## config.mk

```make
export PLATFORM = sky130hd
export DESIGN_NAME = crc16_frame_ctrl
export DESIGN_NICKNAME = d
export VERILOG_FILES = /design/src/rtl/crc16_frame_ctrl.sv
export SDC_FILE = /design/constraint.sdc
export NUM_CORES = 1
export LEC_CHECK = 0
export CAP_MARGIN = 20
export CELL_PAD_IN_SITES_DETAIL_PLACEMENT = 0
export CELL_PAD_IN_SITES_GLOBAL_PLACEMENT = 1
export CORE_ASPECT_RATIO = 1.4
export CORE_MARGIN = 1
export CORE_UTILIZATION = 30
export CTS_CLUSTER_DIAMETER = 50
export DETAILED_ROUTE_END_ITERATION = 8
export GPL_ROUTABILITY_DRIVEN = 0
export HOLD_SLACK_MARGIN = 0.03
export MAX_ROUTING_LAYER = met4
export PLACE_DENSITY_LB_ADDON = 0.1
export SETUP_SLACK_MARGIN = 0.4
export SLEW_MARGIN = 20
export SYNTH_ARGS = -nofsm -noshare
export SYNTH_HDL_FRONTEND = slang
export SYNTH_SLANG_ARGS = --single-unit
```

## constraint.sdc

```tcl
create_clock -name clk -period 1.9 [get_ports clk]
set_input_delay 0.19 -clock clk [delete_from_list [all_inputs] [get_ports clk]]
set_output_delay 0.19 -clock clk [all_outputs]
set_load 0.02 [all_outputs]
```

## src/rtl/crc16_frame_ctrl.sv

```systemverilog


module crc16_frame_ctrl #(
    parameter bit CRC_INV = 1'b1
) (
    input  logic        clk,
    input  logic        rst,
    input  logic        i_start,
    input  logic        i_abort,
    input  logic        i_valid,
    input  logic [7:0]  i_data,
    input  logic        i_last,
    output logic        o_ready,
    output logic        o_bit_valid,
    output logic        o_bit,
    input  logic        i_bit_ready,
    output logic        o_reload_crc,
    output logic        o_valid_crc,
    output logic        o_data_crc,
    output logic        o_shift_crc,
    input  logic [15:0] i_crc,
    output logic        o_busy,
    output logic        o_done
);
    localparam logic [2:0] IDLE      = 3'd0;
    localparam logic [2:0] LOAD      = 3'd1;
    localparam logic [2:0] WAIT_BYTE = 3'd2;
    localparam logic [2:0] SEND      = 3'd3;
    localparam logic [2:0] CRC       = 3'd4;
    localparam logic [2:0] DONE      = 3'd5;

    logic [2:0] state;
    logic [7:0] shreg;
    logic [3:0] cnt;
    logic       last;
    logic       take_byte;
    logic       take_bit;

    // Abort gates the handshakes in the same cycle so nothing is consumed while leaving.
    always_comb begin
        o_busy       = (state != IDLE);
        o_ready      = (state == WAIT_BYTE) && !i_abort;
        o_bit_valid  = ((state == SEND) || (state == CRC)) && !i_abort;
        o_bit        = 1'b0;
        if (state == SEND)
            o_bit = shreg[7];
        else if (state == CRC)
            o_bit = i_crc[15] ^ CRC_INV;
        take_byte    = o_ready && i_valid;
        take_bit     = o_bit_valid && i_bit_ready;
        o_valid_crc  = take_bit;
        o_data_crc   = (state == SEND) && shreg[7];
        o_shift_crc  = (state == CRC) && take_bit;
        o_reload_crc = (state == LOAD);
        o_done       = (state == DONE) && !i_abort;
    end

    always_ff @(posedge clk or posedge rst) begin
        if (rst) begin
            state <= IDLE;
            shreg <= 8'h00;
            cnt   <= 4'd0;
            last  <= 1'b0;
        end else if (i_abort) begin
            state <= IDLE;
        end else begin
            case (state)
                IDLE: begin
                    if (i_start)
                        state <= LOAD;
                end
                LOAD: begin
                    state <= WAIT_BYTE;
                end
                WAIT_BYTE: begin
                    if (take_byte) begin
                        shreg <= i_data;
                        last  <= i_last;
                        cnt   <= 4'd0;
                        state <= SEND;
                    end
                end
                SEND: begin
                    if (take_bit) begin
                        shreg <= {shreg[6:0], 1'b0};
                        if (cnt == 4'd7) begin
                            cnt   <= 4'd0;
                            state <= last ? CRC : WAIT_BYTE;
                        end else begin
                            cnt <= cnt + 4'd1;
                        end
                    end
                end
                CRC: begin
                    if (take_bit) begin
                        if (cnt == 4'd15) begin
                            cnt   <= 4'd0;
                            state <= DONE;
                        end else begin
                            cnt <= cnt + 4'd1;
                        end
                    end
                end
                DONE: begin
                    state <= IDLE;
                end
                default: begin
                    state <= IDLE;
                end
            endcase
        end
    end
endmodule

```

==> ci_impl_report.md, run 1 <==
### Yosys + OpenROAD results

| Metric | Value |
|---|---|
| Status | `finished clean` |
| Cell breakdown of the critical path | `or3b_4 -> buf_6 -> a2bb2oi_4 -> or4b_1 -> nand2_1` |
| Capturing instance or port of the critical path | `cnt[2]` |
| Residual DRC | `0` |
| CTS sink cnt | `16` |
| Final hold violation count | `0` |
| Portion of the post-synthesis area used by sequential elements | `40.8%` |
| Class of the tightest hold or removal check | `input pin to async pin` |
| Clk Latency, worst-skew pair | `0.25 ns` |
| Flops after synth | `16` |
| Standard-cell row count | `24` |
| Minimum setup slack after placement | `-0.00880 ns` |
| Global Route met2 Usage | `27.6%` |
| Power share of the sequential group | `43.5%` |
| Leading cell types by count after synthesis | `sky130_fd_sc_hd__dfrtp_1, sky130_fd_sc_hd__nand2_1, sky130_fd_sc_hd__o21ai_0, sky130_fd_sc_hd__mux2i_1, sky130_fd_sc_hd__nor2_1` |
| Summed negative setup slack over all endpoints | `0 ns` |
| Regs by FF count | `shreg: 8 flops, cnt: 4 flops, state: 3 flops` |
| Global-route wire length before repair | `4230 um` |
| Transition time at the pin with the least slew margin | `0.638 ns` |
| Max-capacitance violation count | `0` |
| Sw Ratio | `30.8%` |
| Metal3 WL | `84 um` |
| Overall fraction of global-route tracks in use | `16.4%` |
| Hold-fix buffers at CTS | `0` |
| CTS tree | `yes` |
| GR peak layer | `met2` |
| Core Footprint | `3120 um2` |
| WL met1 | `1080 um` |
| Antenna cell count | `0` |
| Post-synthesis instance area | `982 um2` |
| Total power after layout | `1.28 mW` |
| Tally of unique sky130hd cells used after synthesis | `34` |
| Violation count after the first detailed-routing iteration | `15` |
| Number of instances in the synthesized netlist | `107` |
| Final core utilization | `50.6%` |
| Register with the most flip-flops | `shreg` |
| Total setup buffers inserted after CTS | `5` |
| I/O Pins | `40` |
| Worst relative slew slack | `57.4%` |
| Half-perimeter wire length of the detailed placement result | `1770 um` |
| Die Span X | `50.4 um` |
| Slowest library cell on the worst path | `sky130_fd_sc_hd__or4b_1` |
| Total clock network power | `0.302 mW` |
| Synthesized Nets | `139` |
| Largest stage delay on the critical path | `0.46 ns` |
| Placed standard-cell area | `1320 um2` |
| Type of destination of the critical path | `flop` |
| Initial antenna violation count | `0` |
| Placed insts | `174` |
| Wirelength, routed | `2620 um` |
| Arrival time at the worst endpoint | `1.93 ns` |
| CP top delay family | `simple AND/OR/NAND/NOR gates` |
| Power dissipated in combinational cells | `0.419 mW` |
| Worst hold slack | `0.323 ns` |
| Met1 Use GR | `19.3%` |
| Critical path data required time | `2.09 ns` |
| Post-detailed-route wirelength per cell | `13.9 um` |
| Core utilization at floorplan | `31.5%` |
| Reg-to-reg endpoint | `cnt[2]` |
| Startpoint of the lowest-slack register-to-register path | `state[1]` |
| Post-synth area hogs | `sky130_fd_sc_hd__dfrtp_1, sky130_fd_sc_hd__mux2i_1, sky130_fd_sc_hd__nand2_1, sky130_fd_sc_hd__o21ai_0, sky130_fd_sc_hd__mux2_2` |
| Reg-to-reg setup timing slack | `0.17 ns` |
| Routed via count divided by cell count | `4.89` |
| Overall die height | `69.7 um` |
| Total length of routed met2 wires | `1420 um` |
| Startpoint Class | `flop` |
| Async SR Flop Fraction | `100%` |
| Peak supply drop | `0.000573 V` |
| Origin of the worst setup path | `state[1]` |
| Period utilization | `91.3%` |
| Timing-limited maximum frequency | `577 MHz` |
| Leakage power | `0.698 nW` |
| Number of antenna-violating nets in the routed design | `0` |
| Number of flip-flops in the largest register | `8` |
| Final setup fails | `0` |
| Number of enable-type register cells in the synthesized netlist | `0` |
| Count of tool warnings | `44` |
| Vias in the first global route | `956` |
| Number of detailed-routing iterations run before antenna repair | `4` |
| Setup repair after global routing missed its margin | `true` |
| Cell chosen for the clock root | `sky130_fd_sc_hd__clkbuf_8` |
| Met3 track utilization from global routing | `2.85%` |
| Internal power | `0.882 mW` |
| Time the final worst path needs with I/O delays and setup | `1.73 ns` |
| Area share, top type | `40.8%` |
| Yosys Chip Area | `982 um2` |
| Number of max-slew violations in the final report | `0` |
==> run 1: cell type report <==
class | count | area, um2
fillers | 325 | 1540
multi-input cells | 82 | 647
repair buffers | 46 | 420
flip-flops and latches | 16 | 400
clock buffers | 4 | 55.1
well taps | 39 | 48.8
inverters | 2 | 7.51
==> run 1: cell families (layout without fill, tap and decap cells) <==
group,after synthesis,after routing,synth area share (%)
AND/OR/NAND/NOR,42,42,22.7
AND-OR/OR-AND,28,28,19.1
flip-flops,16,16,40.8
multiplexers,11,11,11.6
buffers and inverters,9,52,4.59
adder cells (fa/ha/maj),1,1,1.27
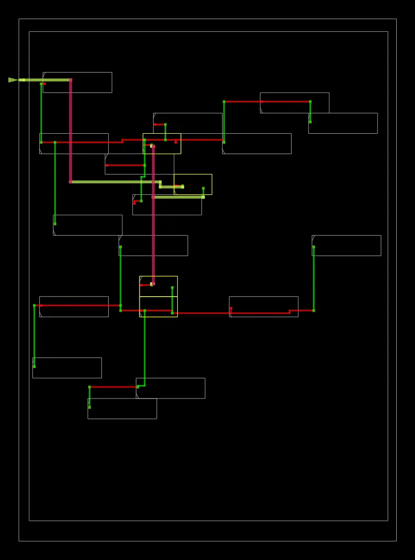
run_1/clocks.png
clock buffer instance count of the final layout: 4
number of buffers added by the clock tree synthesis step: 3

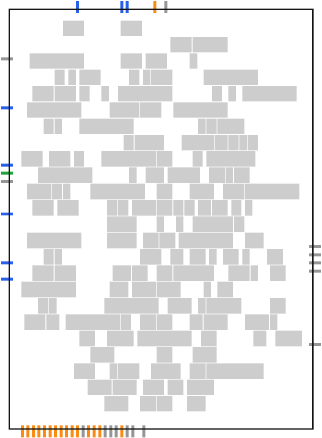
run_1/io_placement.png
Scale: 6 px per um. Pins as bars across the die edge, other pins in gray.
| color | port | pins | direction | edge |
|---|---|---|---|---|
| orange | i_crc | 16 | input | 15 bottom, 1 top |
| blue | i_data | 8 | input | 5 left, 3 top |
| green | o_data_crc | 1 | output | left |
all pins by edge: 22 bottom, 8 left, 5 right, 5 top

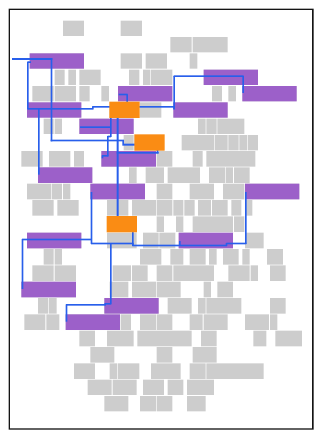
run_1/clk_routes.png
Scale: 6 px per um.
[purple] flip-flops | count: 16
[blue] clock wires | length: 236 um
[orange] clock drivers | count: 3
routed clock nets: 4

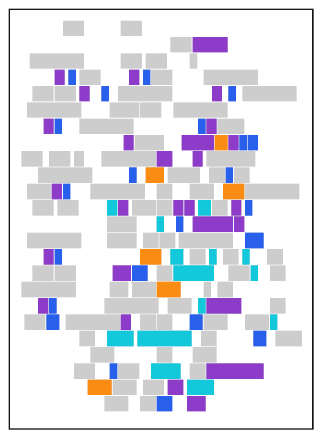
run_1/logic_types.png
Scale: 6 px per um.
| color | family | cells |
|---|---|---|
| blue | nand cells | 22 |
| purple | aoi and oai cells | 27 |
| orange | and/or cells | 6 |
| cyan | nor cells | 14 |
most frequently placed logic cell in the final layout: sky130_fd_sc_hd__buf_4
final instance count without filler cells: 189

--- run 2 (diff from run 1) ---
--- a/config.mk
+++ b/config.mk
@@ -5,6 +5,7 @@
 export SDC_FILE = /design/constraint.sdc
 export NUM_CORES = 1
 export LEC_CHECK = 0
+export ABC_AREA = 1
 export CAP_MARGIN = 20
 export CELL_PAD_IN_SITES_DETAIL_PLACEMENT = 0
 export CELL_PAD_IN_SITES_GLOBAL_PLACEMENT = 1
@@ -13,7 +14,7 @@
 export CORE_UTILIZATION = 30
 export CTS_CLUSTER_DIAMETER = 50
 export DETAILED_ROUTE_END_ITERATION = 8
-export GPL_ROUTABILITY_DRIVEN = 0
+export GPL_ROUTABILITY_DRIVEN = 1
 export HOLD_SLACK_MARGIN = 0.03
 export MAX_ROUTING_LAYER = met4
 export PLACE_DENSITY_LB_ADDON = 0.1
==> ci_impl_report.md, run 2 <==
### Yosys + OpenROAD results

| Metric | Value |
|---|---|
| Status | `finished clean` |
| Number of buffers added by the clock tree synthesis step | `3` |
| Reg-to-reg endpoint | `shreg[3]` |
| Slowest library cell on the worst path | `sky130_fd_sc_hd__dfrtp_2` |
| Metal3 WL | `150 um` |
| Worst relative slew slack | `57.1%` |
| Reg-to-reg setup timing slack | `0.38 ns` |
| Origin of the worst setup path | `state[0]` |
| Fraction of area in clock buffers and inverters | `3.49%` |
| Arrival time at the worst endpoint | `1.36 ns` |
| Power share of the sequential group | `30.3%` |
| Fillcell total | `319` |
| Placed insts | `198` |
| Number of instances in the synthesized netlist | `129` |
| Async SR Flop Fraction | `100%` |
| Clk Latency, worst-skew pair | `0.25 ns` |
| Tally of unique sky130hd cells used after synthesis | `23` |
| Flops after synth | `16` |
| Total clock network power | `0.302 mW` |
| FF/Latch Area | `403 um2` |
| Startpoint of the lowest-slack register-to-register path | `state[1]` |
| Final non-clock buffer share | `25.3%` |
| Standard-cell row count | `24` |
| Area share, top type | `40.0%` |
| Half-perimeter wire length of the detailed placement result | `1940 um` |
| Total length of routed met2 wires | `1460 um` |
| Number of antenna-violating nets in the routed design | `0` |
| Routed via count divided by cell count | `4.86` |
| Class of the tightest hold or removal check | `input pin to async pin` |
| Most frequently placed logic cell in the final layout | `sky130_fd_sc_hd__nand2_1` |
| Hold-fix buffers at CTS | `0` |
| Regs by FF count | `shreg: 8 flops, cnt: 4 flops, state: 3 flops` |
| Combinational gate count | `94` |
| Global Route met2 Usage | `31.0%` |
| GR peak layer | `met2` |
| Met3 track utilization from global routing | `2.61%` |
| Number of detailed-routing iterations run before antenna repair | `4` |
| Post-synth area hogs | `sky130_fd_sc_hd__dfrtp_1, sky130_fd_sc_hd__nand2_1, sky130_fd_sc_hd__mux2i_1, sky130_fd_sc_hd__nand3_1, sky130_fd_sc_hd__o21ai_0` |
| WL met1 | `1090 um` |
| Post-synthesis instance area | `1000 um2` |
| Wirelength, routed | `2830 um` |
| Combinational share of cell area | `38.4%` |
| Initial antenna violation count | `0` |
| Type of destination of the critical path | `output port` |
| Number of max-slew violations in the final report | `0` |
| Placed standard-cell area | `1340 um2` |
| CP top delay family | `flip-flops` |
| Yosys Chip Area | `1000 um2` |
| Power dissipated in combinational cells | `1.08 mW` |
| Startpoint Class | `flop` |
==> run 2: netlist changes by cell type in the layout (fill, tap and decap cells not counted), sizes merged, moves of 2 or more <==
cell	previous run	this run
nand3	1	11
buf	31	28
a2bb2oi	2	0
nand3b	2	0
nor3b	3	0
a21oi	6	4
o21bai	2	0
inv	2	16
nand4	0	4
o21ai	13	15
nand2	16	39
o41ai	2	0
mux2	3	0
nand2b	2	0
==> run 2: kinds of logic after synthesis <==
logic type / Yosys count / synth area share [%]
multiplexers: 7 / 7.00
adder cells (fa/ha/maj): 1 / 1.25
AND-OR/OR-AND: 20 / 11.6
buffers and inverters: 20 / 10.1
XOR/XNOR: 1 / 0.875
flip-flops: 16 / 40.0
AND/OR/NAND/NOR: 64 / 29.1
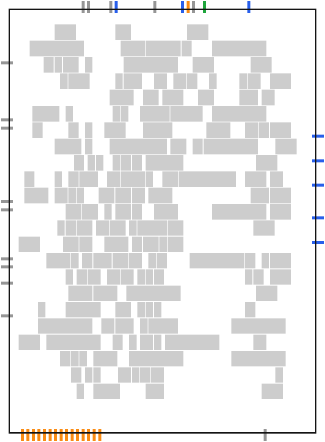
run_2/io_placement.png
Scale: 6 px per um. Pins as bars across the die edge, other pins in gray.
| color | port | pins | direction | edge |
|---|---|---|---|---|
| green | o_data_crc | 1 | output | top |
| blue | i_data | 8 | input | 5 right, 3 top |
| orange | i_crc | 16 | input | 15 bottom, 1 top |

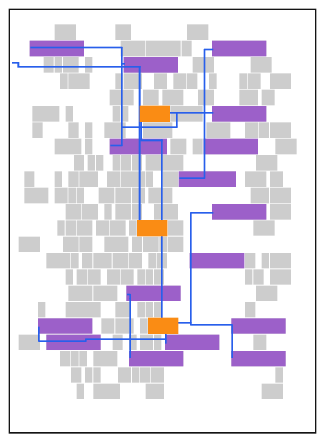
run_2/clk_routes.png
Scale: 6 px per um.
[orange] clock drivers | count: 3
[purple] flip-flops | count: 16
[blue] clock wires | length: 246 um
routed clock nets: 4

--- run 3 (diff from run 2) ---
--- a/config.mk
+++ b/config.mk
@@ -11,7 +11,7 @@
 export CELL_PAD_IN_SITES_GLOBAL_PLACEMENT = 1
 export CORE_ASPECT_RATIO = 1.4
 export CORE_MARGIN = 1
-export CORE_UTILIZATION = 30
+export CORE_UTILIZATION = 27
 export CTS_CLUSTER_DIAMETER = 50
 export DETAILED_ROUTE_END_ITERATION = 8
 export GPL_ROUTABILITY_DRIVEN = 1
==> constraint.sdc (replaced) <==
create_clock -name clk -period 1.27 [get_ports clk]
set_input_delay 0.127 -clock clk [delete_from_list [all_inputs] [get_ports clk]]
set_output_delay 0.127 -clock clk [all_outputs]
set_load 0.02 [all_outputs]
==> ci_impl_report.md, run 3 <==
### Yosys + OpenROAD results

| Metric | Value |
|---|---|
| Final instance count without filler cells | `230` |
| Combinational gate count | `94` |
| Clk Latency, worst-skew pair | `0.25 ns` |
| CTS tree | `yes` |
| Register with the most flip-flops | `shreg` |
| Fillcell total | `348` |
| Inverters | `16` |
| Status | `finished with violations` |
| Number of enable-type register cells in the synthesized netlist | `0` |
| Total clock network power | `0.464 mW` |
| Cell chosen for the clock root | `sky130_fd_sc_hd__clkbuf_8` |
| Antenna cell count | `0` |
| Area share, top type | `40.0%` |
| Period utilization | `117%` |
| Standard-cell row count | `25` |
| Placed standard-cell area | `1500 um2` |
| Sequential fraction of total cell area | `23.1%` |
| CP top delay family | `flip-flops` |
| Failing checks | `setup timing` |
| Residual DRC | `0` |
| Number of flip-flops in the largest register | `8` |
| Violation count after the first detailed-routing iteration | `18` |
| Hold-fix buffers at CTS | `0` |
| Type of destination of the critical path | `output port` |
| Time the final worst path needs with I/O delays and setup | `1.48 ns` |
| Regs by FF count | `shreg: 8 flops, cnt: 4 flops, state: 3 flops` |
| Number of max-slew violations in the final report | `0` |
| Vias in the first global route | `987` |
| Async SR Flop Fraction | `100%` |
| Final hold violation count | `0` |
| Slowest library cell on the worst path | `sky130_fd_sc_hd__dfrtp_2` |
| Total power after layout | `3.24 mW` |
| Final Worst Setup Slack | `-0.211 ns` |
| Total setup buffers inserted after CTS | `4` |
| Max-capacitance violation count | `0` |
| Worst hold slack | `0.182 ns` |
| Final setup fails | `25` |
| FF/Latch Area | `403 um2` |
| Power share of the sequential group | `27.3%` |
-- run 3: cell types whose count changed in the layout (fill, tap and decap cells not counted), sizes merged --
cell,previous run,this run
dlygate4sd2,0,1
dlymetal6s2s,1,0
clkdlybuf4s15,1,0
clkbuf,5,4
buf,28,45
-- run 3: per-layer routing --
metal / track usage (%) / routed length [um] / vias to the layer above
met4: 3.80 / 29 / 0
li1: - / - / 545
met3: 3.68 / 114 / 4
met2: 26.7 / 1540 / 17
met1: 18.0 / 1270 / 514
met5: - / 0 / -
-- run 3: cell families after synthesis --
group / count (synthesis) / share of synthesized area, %
and+or+nand+nor: 64 / 29.1
AOI/OAI and AO/OA: 20 / 11.6
DFF: 16 / 40.0
muxes: 7 / 7.00
buffers and inverters: 20 / 10.1
adders and majority gates: 1 / 1.25
xor gates and xnor gates: 1 / 0.875
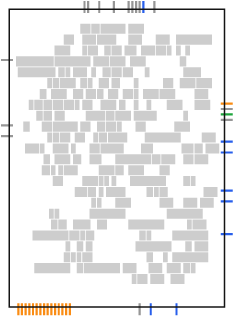
run_3/io_placement.png
Scale: 4 px per um. Pins as bars across the die edge, other pins in gray.
| color | port | pins | direction | edge |
|---|---|---|---|---|
| green | o_data_crc | 1 | output | right |
| blue | i_data | 8 | input | 5 right, 2 bottom, 1 top |
| orange | i_crc | 16 | input | 15 bottom, 1 right |
all pins by edge: 18 bottom, 10 top, 9 right, 3 left
Die Span X: 53.5 um
overall die height: 74.0 um
number of I/O port buffers: 24

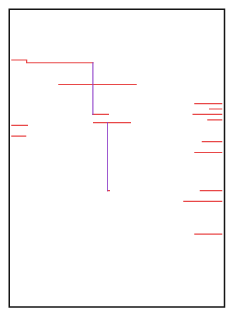
run_3/wires.png
Scale: 4 px per um. Two of the layers only.
| color | layer | wire length |
|---|---|---|
| purple | metal 4 | 29.9 um |
| red | metal 3 | 114 um |
wirelength, routed: 2960 um
post-detailed-route wirelength per cell: 12.9 um
vias: 1080
overall fraction of global-route tracks in use: 15.6%

Power is estimated from default activity; no workload was simulated.
